==> config.mk <==
export PLATFORM = sky130hd
export DESIGN_NAME = mag_cmp_seq
export DESIGN_NICKNAME = d
export VERILOG_FILES = /design/src/rtl/mag_cmp_seq.sv
export SDC_FILE = /design/constraint.sdc
export NUM_CORES = 1
export LEC_CHECK = 0
export CORE_UTILIZATION = 56
export CTS_BUF_LIST = sky130_fd_sc_hd__clkbuf_4
export DETAILED_ROUTE_END_ITERATION = 8
export PLACE_DENSITY = 0.87
export SYNTH_ARGS = -nofsm -noshare
export SYNTH_HDL_FRONTEND = slang
export SYNTH_SLANG_ARGS = --single-unit
==> constraint.sdc <==
create_clock -name clk -period 2.6 [get_ports clk]
set_input_delay 0.52 -clock clk [delete_from_list [all_inputs] [get_ports clk]]
set_output_delay 0.52 -clock clk [all_outputs]
set_load 0.005 [all_outputs]
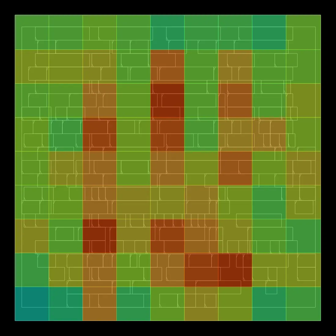
congestion_map.png
layer with the highest usage: met2
overall global routing resource usage: 0.2106
Global Route met1 Usage: 0.2413

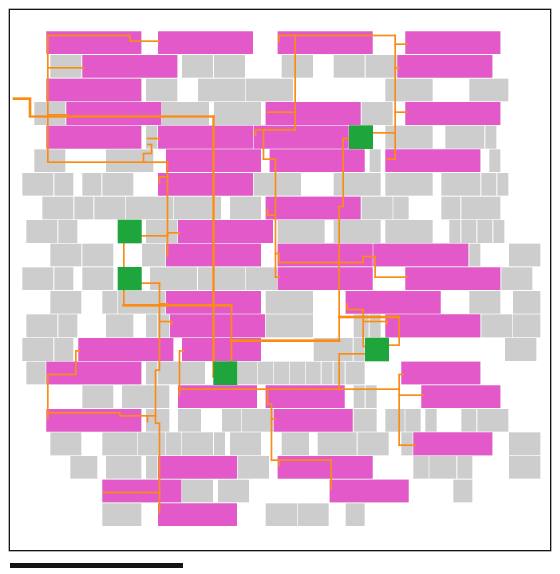
clock_wires.png
The bar under the picture is 20 um long.
- magenta: flip-flops (count 43)
- orange: clock wires (length 448 um)
- green: clock-net drivers (count 5)
- routed clock nets: 6
- flops lie: all over the die
clock network power: 0.000306 W
power share of the clock group: 0.123

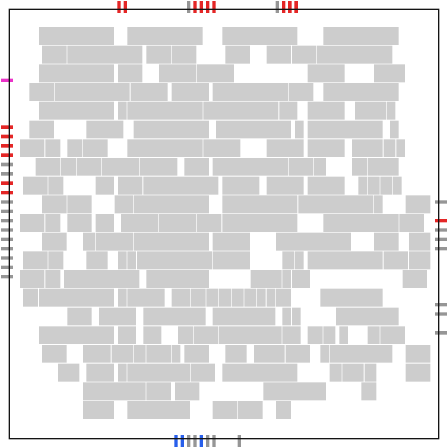
pinout.png
Pins as bars across the die edge, other pins in grey.
- blue: `cycles` (pins 3; direction output; edge south)
- red: `a_in` (pins 16; direction input; edge 9 north, 6 west, 1 east)
- magenta: `clk` (pins 1; direction input; edge west)
- all pins by edge: 18 west, 11 north, 8 east, 8 south
width of the chip: 62.26 um
DIE HEIGHT: 62.26 um
number of input and output port buffers inserted: 44

==> impl.org <==
* Flow results

** Clock tree
- Root buffer cell :: sky130_fd_sc_hd__clkbuf_4
- CTS sink cnt :: 43
- The number of clock buffers added by TritonCTS is 5.
- In this run, post-CTS repair resized a total of 0 instances.
- Looking at the clock tree report, the maximum root-to-sink buffer count equals 2.
- Post-cts hold-fix buffer tally :: 0
- In this run the number of H-tree levels came out at 2.
- Once the clock tree was built, the setup fixing pass inserted 0 buffers.
- Source-to-sink clock delay at the later pin of the worst-skew pair :: 0.34 ns

** Pwr
- Part of the total power dissipated in combinational logic :: 0.379
- The net switching power in the latest report is 0.0007442 W.
- Internal power component :: 0.001739 W
- The group that draws the most power in this run is sequential cells.
- Combinational group power :: 0.000942 W
- Sequential power :: 0.00124 W
- Of the total power, the share spent switching nets is 0.2997.
- For this design the static power due to leakage is 1.084 nW.
- Total power normalized to cell area comes to 969.6 mW/mm2.
- Power share of the sequential group :: 0.497
- Max IR drop VDD :: 638.1 uV

** Detailed routing
- Per the post-route antenna check, the number of violating nets is 0.
- DRC marker count from the first detailed-route iteration :: 36
- The wire length recorded after detailed routing is 3512 um.
- TritonRoute output was used to compute an average wire per cell of 15.14 um.
- The routed design shows a via density per instance of 5.254.
- Number of optimization iterations in the first detailed-route pass :: 4
- The routed layout has 1,219 vias.

** Final timing
- Min setup slack post-route :: 0.4703 ns
- Transition time of the tightest slew-check pin :: 0.4841 ns
- Number of slew-limit violations in the final report :: 0
- Setup Skew :: 0.01240 ns
- Worst-case headroom to the max-slew limit :: 0.6738
- The end-of-flow timing check tallies setup violations at 0.
- Setup total negative slack on the finished layout was measured at 0 ns.
- The worst path in the final design needs a cycle of 2.130 ns, including I/O delays and setup.
- Setup repair after global routing left no endpoint under its margin.
- Static timing analysis puts the maximum clock frequency at 0.4696 GHz.

** Logic synthesis
- Post-Synthesis Net Count :: 180
- The mapped netlist covers 0.002033 mm2.
- Yosys reported that registers with async set or reset make up 0.2558.
- Mean instance size in the synthesized netlist :: 14.95 um2
- Largest area contributor in the synthesized netlist :: sky130_fd_sc_hd__edfxtp_1
- Number of instances in the synthesized netlist :: 136
- Top cells, area :: sky130_fd_sc_hd__edfxtp_1 47%, sky130_fd_sc_hd__mux2_4 16%, sky130_fd_sc_hd__dfrtp_1 14%
- Counting distinct cell types in the post-synthesis netlist gives 29.
- For this run, the register share of the synthesized area comes to 0.6080.
- The post-synth count of flops with an enable pin is 32.
- Synth top cells by count :: 32 x sky130_fd_sc_hd__edfxtp_1, 22 x sky130_fd_sc_hd__mux2_4, 11 x sky130_fd_sc_hd__dfrtp_1, 10 x sky130_fd_sc_hd__and3_1, 9 x sky130_fd_sc_hd__inv_1
- The synthesis stats list as the most numerous cell sky130_fd_sc_hd__edfxtp_1.
- The warning tally printed by Yosys for this design is 0.
- Per the synth stats, the flop cell with the highest instance count is sky130_fd_sc_hd__edfxtp_1.
- Per the synth log, the flip-flop and latch total comes to 43.
- Of the post-synthesis cell area, the dominant cell type holds 0.4726.
- The synthesized netlist was found by Yosys to have 136 cells.

** Critical path
- Worst setup SP type :: register
- The slowest stage of the critical path belongs to the cell sky130_fd_sc_hd__clkdlybuf4s50_1.
- The worst-case reg-to-reg setup slack stands at 0.78 ns.
- Crit-path max cell delay :: 0.53 ns
- Worst path cell trace :: nor2_4 -> clkdlybuf4s50_1
- STA puts the critical path data required time at 2.08 ns.
- Looking at the critical path, the highest net fanout was 10.
- Type of destination of the critical path :: output pin
- STA shows the worst reg2reg path with a cell count of 3.
- The OpenROAD report gives the critical path a data arrival time of 1.61 ns.

** Run status
- The flow ran to the end, and the final reports show no timing, DRC or antenna violations.

** GRT
- Global routing finished with a remaining overflow of 0.
- Number of global-route vias before repair :: 1,279
- Initial antenna violation count :: 0
- The first global-routing pass estimated 5982 um of wire.
- Largest net degree at the start of global routing :: 33

** Cells and area
- Relative to the synthesized area, the layout overhead comes to 25.97%.
- Count of filler cells inserted in the layout :: 211
- By instance count after routing, the leading logic cell types are 44 x sky130_fd_sc_hd__clkdlybuf4s50_1, 32 x sky130_fd_sc_hd__edfxtp_1, 22 x sky130_fd_sc_hd__mux2_4.
- Per the final layout report, the fraction of cells sized above drive strength 1 comes to 0.1774.
- Antenna diode count :: 0
- The net count of the finished layout is 229.
- Counting only logic cells after layout, the most numerous master is sky130_fd_sc_hd__clkdlybuf4s50_1.

** Run
- Reported max-cap violation count :: 0
- OpenROAD emitted warnings numbering 27.

** Place
- GP Congestion :: 0.7598
- Pre-CTS setup slack :: 0.3666 ns
- The wire-length estimate of the detail-placed layout is 2596 um.

** Min path
- Type of the most critical hold path :: in2async

** Die
- Die Footprint :: 0.003876 mm2
- For reference, the placement row count at floorplan is 21.
- Core utilization before placement :: 0.5952
==> cell families (layout without fill, tap and decap cells) <==
logic type / Yosys count / after routing / synth area share
AOI/OAI and AO/OA: 18 / 18 / 0.05355
xor gates and xnor gates: 2 / 2 / 0.008617
adders and majority gates: 7 / 7 / 0.04307
buffers and inverters: 12 / 62 / 0.03138
DFF: 43 / 43 / 0.6080
muxes: 23 / 23 / 0.1680
and+or+nand+nor: 31 / 31 / 0.08739
==> routing by layer <==
| metal | part of all wire | vias up | routed length, um | track usage |
|---|---|---|---|---|
| met4 | 0.011 | 0 | 38 | 0.09302 |
| met1 | 0.39 | 580 | 1361 | 0.2413 |
| li1 | - | 601 | - | - |
| met2 | 0.56 | 34 | 1964 | 0.3640 |
| met5 | 0 | - | 0 | 0 |
| met3 | 0.042 | 4 | 149 | 0.06250 |
==> cell type report <==
cell class / instances / area [um2] / area share
Timing Repair Buffer: 45 / 447.9 / 0.1749
Clock buffer: 5 / 37.54 / 0.01466
Multi-Input combinational cell: 81 / 733.2 / 0.2863
Sequential cell: 43 / 1236 / 0.4827
Clock inverter: 3 / 15.01 / 0.005862
Inverter: 9 / 33.78 / 0.01319
Tap cell: 46 / 57.56 / 0.02247
==> worst max-delay path, delay by kind of cell, from the launching register on <==
family	cells	cell delay [ns]
buf+inv	1	0.53
flops	1	0.50
simple gates	1	0.23
==> stage by stage <==
stage          power, W  std cells  hold slack [ns]    util  instance area [um2]
2_1_floorplan  0.001899        136           0.2244       -                 2033
3_3_place_gp   0.002119        224           0.4594  0.7344                 2509
3_5_place_dp   0.002200        224           0.4661  0.7344                 2509
4_1_cts        0.002498        232           0.4826  0.7498                 2561
5_1_grt        0.002647        232           0.4924  0.7498                 2561
6_report       0.002483        232           0.4861  0.7498                 2561
Power and IR drop assume default switching activity.
